`src/rtl/stall_flush_ctrl.sv`:
```
// Pipeline stall/flush controller: load-use, branch, multi-cycle multiply and memory-wait handling.
// Optional stall-cycle counter enabled by defining STALL_CNT_EN.
module stall_flush_ctrl #(
  parameter int MUL_CYCLES  = 4,
  parameter int MEM_TIMEOUT = 255
) (
  input  logic        clk,
  input  logic        rst,
  input  logic        load_use_hazard,
  input  logic        branch_taken,
  input  logic        mul_start,
  input  logic        mem_req,
  input  logic        mem_ack,
  output logic        PCWrite,
  output logic        IF_ID_Write,
  output logic        ID_EX_Write,
  output logic        EX_MEM_Write,
  output logic        IF_ID_Flush,
  output logic        ID_EX_Flush,
  output logic        EX_MEM_Bubble,
  output logic        MEM_WB_Bubble,
  output logic        mem_busy,
  output logic        mem_err,
  output logic [15:0] stall_cnt
);

  typedef enum logic [1:0] {
    RUN      = 2'd0,
    MEM_WAIT = 2'd1,
    MUL_WAIT = 2'd2
  } state_t;

  localparam logic [3:0] MUL_LOAD_C = 4'(MUL_CYCLES - 1);
  localparam logic [8:0] TIMEOUT_C  = 9'(MEM_TIMEOUT);

  state_t      state_r;
  logic [7:0]  mem_cnt_r;
  logic [3:0]  mul_cnt_r;
  logic        mem_err_r;
  logic        mem_stall_s;

  assign mem_stall_s = mem_req && !mem_ack;
  assign mem_err     = mem_err_r;

  // State, wait counters and sticky timeout flag
  always_ff @(posedge clk or posedge rst) begin
    if (rst) begin
      state_r   <= RUN;
      mem_cnt_r <= 8'd0;
      mul_cnt_r <= 4'd0;
      mem_err_r <= 1'b0;
    end else begin
      case (state_r)
        RUN: begin
          if (mem_stall_s) begin
            state_r   <= MEM_WAIT;
            mem_cnt_r <= 8'd0;
          end else if (mul_start) begin
            state_r   <= MUL_WAIT;
            mul_cnt_r <= MUL_LOAD_C;
          end
        end
        MEM_WAIT: begin
          if (mem_ack) begin
            state_r <= RUN;
          end else begin
            if (mem_cnt_r != 8'hFF) begin
              mem_cnt_r <= mem_cnt_r + 8'd1;
            end
            // 9-bit compare so a saturated counter cannot wrap past the limit
            if (({1'b0, mem_cnt_r} + 9'd1) >= TIMEOUT_C) begin
              mem_err_r <= 1'b1;
            end
          end
        end
        MUL_WAIT: begin
          if (mul_cnt_r > 4'd1) begin
            mul_cnt_r <= mul_cnt_r - 4'd1;
          end else if (!mem_stall_s) begin
            state_r   <= RUN;
            mul_cnt_r <= 4'd0;
          end
        end
        default: begin
          state_r <= RUN;
        end
      endcase
    end
  end

  // Stage enables and bubbles, by priority: mem stall > multiply > branch > load-use
  always_comb begin
    PCWrite       = 1'b1;
    IF_ID_Write   = 1'b1;
    ID_EX_Write   = 1'b1;
    EX_MEM_Write  = 1'b1;
    IF_ID_Flush   = 1'b0;
    ID_EX_Flush   = 1'b0;
    EX_MEM_Bubble = 1'b0;
    MEM_WB_Bubble = 1'b0;
    mem_busy      = 1'b0;
    if (rst) begin
      mem_busy = 1'b0;
    end else begin
      mem_busy = (state_r == MEM_WAIT);
      if (mem_stall_s) begin
        PCWrite       = 1'b0;
        IF_ID_Write   = 1'b0;
        ID_EX_Write   = 1'b0;
        EX_MEM_Write  = 1'b0;
        MEM_WB_Bubble = 1'b1;
      end else begin
        case (state_r)
          RUN: begin
            if (mul_start) begin
              PCWrite       = 1'b0;
              IF_ID_Write   = 1'b0;
              ID_EX_Write   = 1'b0;
              EX_MEM_Bubble = 1'b1;
            end else if (branch_taken) begin
              IF_ID_Flush = 1'b1;
              ID_EX_Flush = 1'b1;
            end else if (load_use_hazard) begin
              PCWrite     = 1'b0;
              IF_ID_Write = 1'b0;
              ID_EX_Flush = 1'b1;
            end else begin
              PCWrite = 1'b1;
            end
          end
          MUL_WAIT: begin
            if (mul_cnt_r > 4'd1) begin
              PCWrite       = 1'b0;
              IF_ID_Write   = 1'b0;
              ID_EX_Write   = 1'b0;
              EX_MEM_Bubble = 1'b1;
            end else begin
              PCWrite = 1'b1;
            end
          end
          MEM_WAIT: begin
            PCWrite = 1'b1;
          end
          default: begin
            PCWrite = 1'b1;
          end
        endcase
      end
    end
  end

`ifdef STALL_CNT_EN
  logic [15:0] stall_cnt_r;

  // Saturating count of cycles with the PC held
  always_ff @(posedge clk or posedge rst) begin
    if (rst) begin
      stall_cnt_r <= 16'h0000;
    end else if (!PCWrite && (stall_cnt_r != 16'hFFFF)) begin
      stall_cnt_r <= stall_cnt_r + 16'h0001;
    end
  end

  assign stall_cnt = stall_cnt_r;
`else
  assign stall_cnt = 16'h0000;
`endif

endmodule
```
`config.mk`:
```
export PLATFORM = sky130hd
export DESIGN_NAME = stall_flush_ctrl
export DESIGN_NICKNAME = d
export VERILOG_FILES = /design/src/rtl/stall_flush_ctrl.sv
export SDC_FILE = /design/constraint.sdc
export NUM_CORES = 1
export LEC_CHECK = 0
export ABC_AREA = 1
export CAP_MARGIN = 20
export CORE_ASPECT_RATIO = 0.8
export CORE_MARGIN = 2
export CORE_UTILIZATION = 47
export DETAILED_ROUTE_END_ITERATION = 8
export PLACE_DENSITY = 0.75
export SLEW_MARGIN = 15
export SYNTH_ARGS = -nofsm -noshare
export SYNTH_HDL_FRONTEND = slang
export SYNTH_SLANG_ARGS = --single-unit
export TNS_END_PERCENT = 50
```
`constraint.sdc`:
```
create_clock -name clk -period 2.35 [get_ports clk]
set_clock_uncertainty 0.2 [all_clocks]
set_input_delay 0.705 -clock clk [delete_from_list [all_inputs] [get_ports clk]]
set_output_delay 0.705 -clock clk [all_outputs]
set_load 0.05 [all_outputs]
```
Run 1, sequential cells grouped by signal name:
Other sequential cells in the stronger grey, the rest of the logic in the fainter grey.
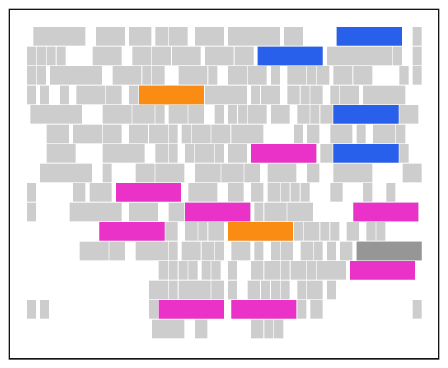
[`mem_cnt_r`] magenta | sequential cells: 8
[`mul_cnt_r`] blue | sequential cells: 4 | where: top right
[`state_r`] orange | sequential cells: 2
not coloured: 1
fraction of area in registers: 22.5%
seq pwr: 373 µW

Run 1, placed standard cells:
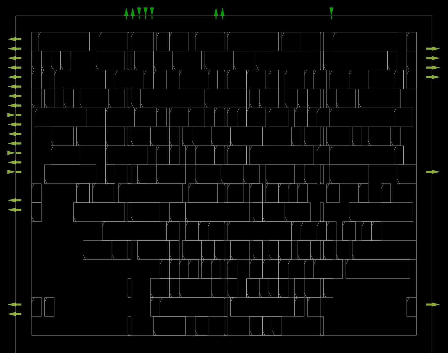
utilization after layout: 69.5%
fill count: 191
Non-Filler Instances: 231
Row Count: 16
core area: 2400 µm²

Run 1, the metal 3 layer:
The bar under the picture is 20 µm long.
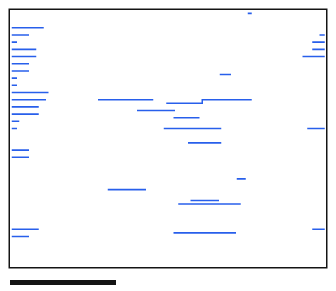
share of all routed wire: 6.0%
main direction: horizontal
wire length on this layer: 171 µm
Routed WL: 2850 µm
via count: 1,152

Run 1, clock distribution:
The bar under the picture is 20 µm long.
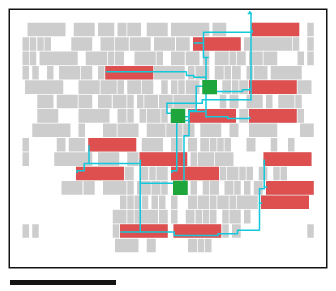
[clock wires] cyan | length: 228 µm
[cells driving clock nets] green | count: 3
[flip-flops] red | count: 15
routed clock nets: 4
Clock net power: 156 µW
Clk pwr share: 9.6%
Latency at later pin: 0.28 ns

==> results.sh, run 1 <==
# implementation run metrics
export IMPL_outcome="complete, but fails checks"
export IMPL_violations="negative setup slack"
export IMPL_drt_iter0_markers=39
export IMPL_crit_arrival_ns=1.79
export IMPL_crit_type="reg -> out"
export IMPL_drc_errors=0
export IMPL_grt_total_usage_pct=20.9
export IMPL_post_dp_hpwl_um=2080
export IMPL_dieArea_um2=2900
export IMPL_drive_above_1_share_pct=40.2
export IMPL_maxCapViolCount=0
export IMPL_final_setup_tns_ns=-1.32
export IMPL_ys_area_um2=1170
export IMPL_max_clock_path_buffers=2
export IMPL_avgSynthCellArea_um2=7.21
export IMPL_grt_pass1_vias=1135
export IMPL_synth_seq_cells=15
export IMPL_area_delta_synth_final_pct=43.0
export IMPL_wire_per_inst_um=12.3
export IMPL_fmax_ghz=0.371
export IMPL_slowest_delay_ns=0.43
export IMPL_grt_overflow=0
export IMPL_synth_cell_area_um2=1170
export IMPL_topCellsByArea="dfrtp_1, buf_4, nand2_1"
export IMPL_ir_worst_vdd_v=0.000557
export IMPL_gp_congestion=0.835
export IMPL_power_mw=1.62
export IMPL_rsz0062_at_grt="true"
export IMPL_antenna_found_initial=0
export IMPL_ys_types=26
export IMPL_synth_cells=162
export IMPL_ys_async_sr_fraction_pct=100
export IMPL_cts_root_buf="clkbuf_4"
export IMPL_cts_clk_slew_worst_paths_ns=0.10
export IMPL_synth_warnings=0
export IMPL_ctsHoldBuffers=0
export IMPL_warnings=31
export IMPL_ys_seq_share_pct=32.2
export IMPL_top_cells_by_count="nand2_1, inv_1, buf_4"
export IMPL_holdCritPathClass="reg -> reg"
export IMPL_end_kind="output pin"
export IMPL_die_h_um=48.6
export IMPL_cp_cell_sequence="ha_2 -> o21ai_4 -> inv_2 -> a211oi_2 -> nand2_1 -> nor2_4 -> buf_6"
export IMPL_leakage_nw=0.821
export IMPL_ys_flop_type="dfrtp_1"
export IMPL_die_width_um=59.7
export IMPL_ys_cells=162
export IMPL_dp_slack_ns=-0.508
export IMPL_critPathRequiredTime_ns=1.44
export IMPL_yosys_cell_count_top_type="nand2_1"
export IMPL_start_kind="flop"
export IMPL_io_pins=33
export IMPL_n_antenna_cell=0
export IMPL_detail_route_antenna_nets=0
export IMPL_edf_count=0
export IMPL_min_period_over_period_pct=115
export IMPL_fin_crit_ns=2.70
export IMPL_pwr_density_cell_nw_per_um2=970
export IMPL_critical_path_peak_fanout=3
export IMPL_fin_ws_ns=-0.346
export IMPL_cts_tree="built"
export IMPL_first_pass_iters=4
export IMPL_grt_max_degree=11
export IMPL_initCoreUtil_pct=48.6
export IMPL_crit_family="flip-flops"
export IMPL_htree_num_levels=1
export IMPL_drt_vias_per_instance=4.99
export IMPL_yosysTopAreaCell="dfrtp_1"
export IMPL_cts_buffers=3
export IMPL_cts_sinks=15
export IMPL_hold_viol=0
export IMPL_drv_slew=0
export IMPL_portBuffers=16
export IMPL_yosysTopAreaCellShare_pct=32.2
export IMPL_path_buffers=2
export IMPL_final_nets=216
export IMPL_setup_viol=6
export IMPL_grt_first_pass_wirelength_um=4720
export IMPL_worst_path_max_delay_cell="dfrtp_1"
==> run 1: power by group <==
part           switching [mW]  internal [mW]  total (mW)  leakage, nW
clock network          0.0898         0.0659       0.156       0.0150
registers              0.0534          0.319       0.373        0.194
logic                   0.613          0.478        1.09        0.613
total                   0.757          0.863        1.62        0.821
==> run 1: layout by cell type, fill, tap and decap left out, drive strengths merged, types with 4 or more instances in the layout <==
master  instances
nand2          33
buf            36
inv            28
conb           16
clkbuf          4
o21ai          15
ha              4
dfrtp          15
nor2           19
nand3          14
==> run 1: flip-flops by register name, indices dropped and copies added, names as in the netlist <==
signal / cells
mul_cnt_r: 4
mem_err: 1
mem_cnt_r: 8
state_r: 2
==> run 1: final cells by class <==
class	count	area, µm²	area share, %
Multi-Input combinational cell	116	721	43.2
Timing Repair Buffer	40	400	24.0
Sequential cell	15	375	22.5
Inverter	29	113	6.75
Tap cell	27	33.8	2.02
Clock buffer	4	26.3	1.57
==> run 1: what timing repair did <==
action / CTS / global route
setup endpoints to repair: 9 / 8
setup buffers: 7 / 1
gates resized: 32 / 3
pin swaps: 16 / 4
==> run 1: through the flow <==
stage	hold slack, ns	cells	instance area [µm²]
global route	0.317	231	1670
global placement	0.247	219	1530
floorplan	0.309	177	1290
CTS	0.295	230	1650
finish	0.281	231	1670
detailed placement	0.271	219	1530
==> run 1: path summary, 6_finish.rpt <==
kind	start	end	slack (ns)	cells after the start
setup / recovery	mul_cnt_r[0]	EX_MEM_Bubble	-0.35	7
hold / removal	mem_err	mem_err	0.28	2
setup reg to reg	mul_cnt_r[0]	mul_cnt_r[1]	0.56	10
hold reg to reg	mem_err	mem_err	0.28	2
max in group asynchronous	rst	mem_cnt_r[6]	1.25	4
min in group asynchronous	rst	state_r[0]	0.53	4
==> run 1: tightest hold or removal path, cell delays in order, from the launching register on <==
cell and delay (ns):
dfrtp_1 0.36, inv_1 0.04, nand2_1 0.05
==> run 1: logic make-up (layout without fill, tap and decap cells) <==
| kind of cell | count (synthesis) | in the layout | synth area share, % |
|---|---|---|---|
| AND-OR/OR-AND | 24 | 24 | 12.3 |
| XOR/XNOR | 3 | 3 | 2.25 |
| adder cells (fa/ha/maj) | 4 | 4 | 4.29 |
| buffers and inverters | 46 | 73 | 20.3 |
| flip-flops | 15 | 15 | 32.2 |
| other | 1 | 16 | 0.321 |
| AND/OR/NAND/NOR | 69 | 69 | 28.4 |
==> run 1: routing by layer <==
metal  global-route usage (%)  part of all wire [%]  up-vias
li1                         -                     -      570
met1                     25.5                    41      530
met2                     37.5                    53       50
met3                     3.21                   6.0        2
met4                     5.19                  0.56        0
met5                        0                     0        -
## Run 2: what changed since run 1
--- a/config.mk
+++ b/config.mk
@@ -10,8 +10,10 @@
 export CORE_ASPECT_RATIO = 0.8
 export CORE_MARGIN = 2
 export CORE_UTILIZATION = 47
+export CTS_CLUSTER_DIAMETER = 120
 export DETAILED_ROUTE_END_ITERATION = 8
 export PLACE_DENSITY = 0.75
+export RECOVER_POWER = 25
 export SLEW_MARGIN = 15
 export SYNTH_ARGS = -nofsm -noshare
 export SYNTH_HDL_FRONTEND = slang
==> constraint.sdc (replaced) <==
create_clock -name clk -period 2.6 [get_ports clk]
set_clock_uncertainty 0.2 [all_clocks]
set_input_delay 0.78 -clock clk [delete_from_list [all_inputs] [get_ports clk]]
set_output_delay 0.78 -clock clk [all_outputs]
set_load 0.05 [all_outputs]
Run 2, placed standard cells:
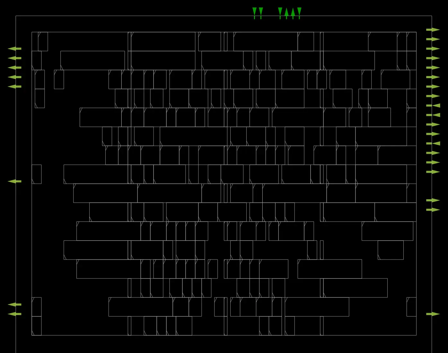
Non-Filler Instances: 224
fraction of area in registers: 23.5%

Run 2, signal wires by layer:
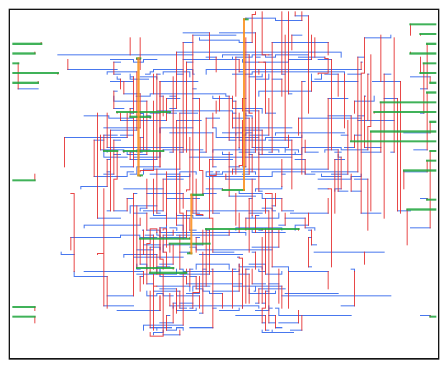
[met4] orange | wire length: 48.3 µm
[met1] blue | wire length: 1,200 µm
[met2] red | wire length: 1,310 µm
[met3] green | wire length: 150 µm
via count: 1,137
Routed WL: 2710 µm
DR WL/cell: 12.1 µm
Tot GR Track Use: 20.0%

==> results.sh, run 2 <==
# implementation run metrics
export IMPL_outcome="complete, but fails checks"
export IMPL_violations="negative setup slack"
export IMPL_drc_errors=0
export IMPL_maxCapViolCount=0
export IMPL_area_delta_synth_final_pct=37.2
export IMPL_worst_path_max_delay_cell="dfrtp_1"
export IMPL_final_cell_mix="nand2_1, inv_1, conb_1"
export IMPL_drv_slew=0
export IMPL_slew_headroom_pct=55.9
export IMPL_end_kind="output pin"
export IMPL_final_setup_tns_ns=-0.726
export IMPL_topCellsByArea="dfrtp_1, buf_4, nand2_1"
export IMPL_slowest_delay_ns=0.41
export IMPL_rows=16
export IMPL_reg2regPathDepth=9
export IMPL_final_nets=209
export IMPL_top_cells_by_count="nand2_1, inv_1, buf_4"
export IMPL_largest_reg_flops=8
export IMPL_avgSynthCellArea_um2=7.21
export IMPL_cts_clk_slew_worst_paths_ns=0.10
export IMPL_max_clock_path_buffers=2
export IMPL_tightest_slew_ns=0.662
export IMPL_synth_cells=162
export IMPL_r2r_start="mem_cnt_r[0]"
export IMPL_holdCritPathClass="reg -> reg"
export IMPL_ys_cells=162
export IMPL_clock_latency_ns=0.29
export IMPL_drt_iter0_markers=36
export IMPL_hold_viol=0
export IMPL_layout_cells_most_common="nand2_1"
export IMPL_dieArea_um2=2900
export IMPL_io_pins=33
export IMPL_initCoreUtil_pct=48.6
export IMPL_core_area_um2=2400
export IMPL_fmax_ghz=0.363
export IMPL_ir_worst_vdd_v=0.000461
export IMPL_cts_root_buf="clkbuf_4"
export IMPL_leakage_nw=0.777
export IMPL_grt_first_pass_wirelength_um=4500
export IMPL_cts_buffers=3
export IMPL_min_period_over_period_pct=106
export IMPL_fin_ws_ns=-0.152
export IMPL_dp_slack_ns=-0.397
export IMPL_critical_path_peak_fanout=3
export IMPL_critPathCapture="ID_EX_Write"
export IMPL_detail_route_antenna_nets=0
export IMPL_post_dp_hpwl_um=2040
export IMPL_yosysTopAreaCell="dfrtp_1"
export IMPL_start_kind="flop"
export IMPL_grt_max_degree=13
export IMPL_drive_above_1_share_pct=34.0
export IMPL_ys_flop_type="dfrtp_1"
export IMPL_yosys_cell_count_top_type="nand2_1"
export IMPL_r2r_end="mem_cnt_r[1]"
export IMPL_power_mw=1.39
export IMPL_synth_seq_cells=15
export IMPL_edf_count=0
export IMPL_drt_vias_per_instance=5.08
export IMPL_top_register="mem_cnt_r"
export IMPL_whs_ns=0.276
export IMPL_crit_type="reg -> out"
export IMPL_startpoint="mul_cnt_r[0]"
export IMPL_n_antenna_cell=0
export IMPL_setup_viol=6
export IMPL_ys_area_um2=1170
export IMPL_ys_async_sr_fraction_pct=100
export IMPL_rsz0062_at_grt="true"
export IMPL_warnings=31
export IMPL_grt_overflow=0
export IMPL_htree_num_levels=1
export IMPL_cts_tree="built"
export IMPL_ys_seq_share_pct=32.2
export IMPL_ys_types=26
export IMPL_pwr_density_cell_nw_per_um2=870
export IMPL_cp_cell_sequence="inv_2 -> ha_4 -> o21ai_4 -> inv_2 -> a211oi_4 -> buf_4 -> o21ai_4 -> buf_12"
export IMPL_portBuffers=16
export IMPL_rrSetupSlack_ns=0.82
export IMPL_die_width_um=59.7
export IMPL_die_h_um=48.6
export IMPL_crit_arrival_ns=1.77
export IMPL_fin_crit_ns=2.75
export IMPL_grt_pass1_vias=1068
export IMPL_gp_congestion=0.844
export IMPL_synth_cell_area_um2=1170
export IMPL_cts_sinks=15
export IMPL_critPathRequiredTime_ns=1.62
export IMPL_post_route_util_pct=66.7
## run 2: cell counts after synthesis
No cell type changed its count.
## run 2: what timing repair did
item | 4_1_cts | 5_1_grt
pin swaps | 9 | 2
hold buffers | 0 | 0
resized | 24 | 4
buffers inserted | 6 | 0
endpoints found under the setup margin | 9 | 7
## run 2: metal layers
| metal | track usage, % | wire length, µm |
|---|---|---|
| met1 | 26.8 | 1200 |
| met2 | 32.4 | 1310 |
| met3 | 2.67 | 149 |
| met4 | 7.78 | 48 |
| met5 | 0 | 0 |
## run 2: worst min-delay path by stage
stage,from,to,slack [ns],cells past startpoint
final,mem_err,mem_err,0.28,2
after global routing,mem_err,mem_err,0.33,2
after CTS,mem_err,mem_err,0.29,2
after detailed placement,mem_err,mem_err,0.26,2
after global placement,mem_err,mem_err,0.25,2
after floorplan,mul_cnt_r[0],mul_cnt_r[0],0.29,2
## run 2: power breakdown
part	switching, mW	internal, mW	leakage [nW]
combinational	0.527	0.375	0.571
sequential	0.0605	0.289	0.192
clock	0.0837	0.0585	0.0139
total	0.671	0.723	0.777
## run 2: cells by family (layout without fill, tap and decap cells)
group / Yosys count / in the layout / synth area share [%]
AOI/OAI and AO/OA: 24 / 24 / 12.3
buffers and inverters: 46 / 66 / 20.3
other: 1 / 16 / 0.321
and+or+nand+nor: 69 / 69 / 28.4
DFF: 15 / 15 / 32.2
adders and majority gates: 4 / 4 / 4.29
xor gates and xnor gates: 3 / 3 / 2.25
## run 2: per-stage QoR
step,std cells,cell area (µm²)
2_1_floorplan,177,1260
4_1_cts,224,1590
6_report,224,1600
3_3_place_gp,214,1460
5_1_grt,224,1600
3_5_place_dp,214,1460
## run 2: worst max-delay path: cells and delay by family (launching register included)
| family | cells | cell delay [ns] |
|---|---|---|
| adders and majority gates | 1 | 0.17 |
| buffers and inverters | 4 | 0.44 |
| AOI/OAI and AO/OA | 3 | 0.45 |
| DFF | 1 | 0.41 |
## run 2: area by class of cell
cell class,instances,area [µm²]
clock buffer,3,22.5
clock inverter,1,7.51
fill,192,801
inverter,29,113
multi-input combinational,116,701
sequential,15,377
tap,27,33.8
timing repair buffer,33,348
Power figures rest on the tool's default switching activity, not on a simulated workload.
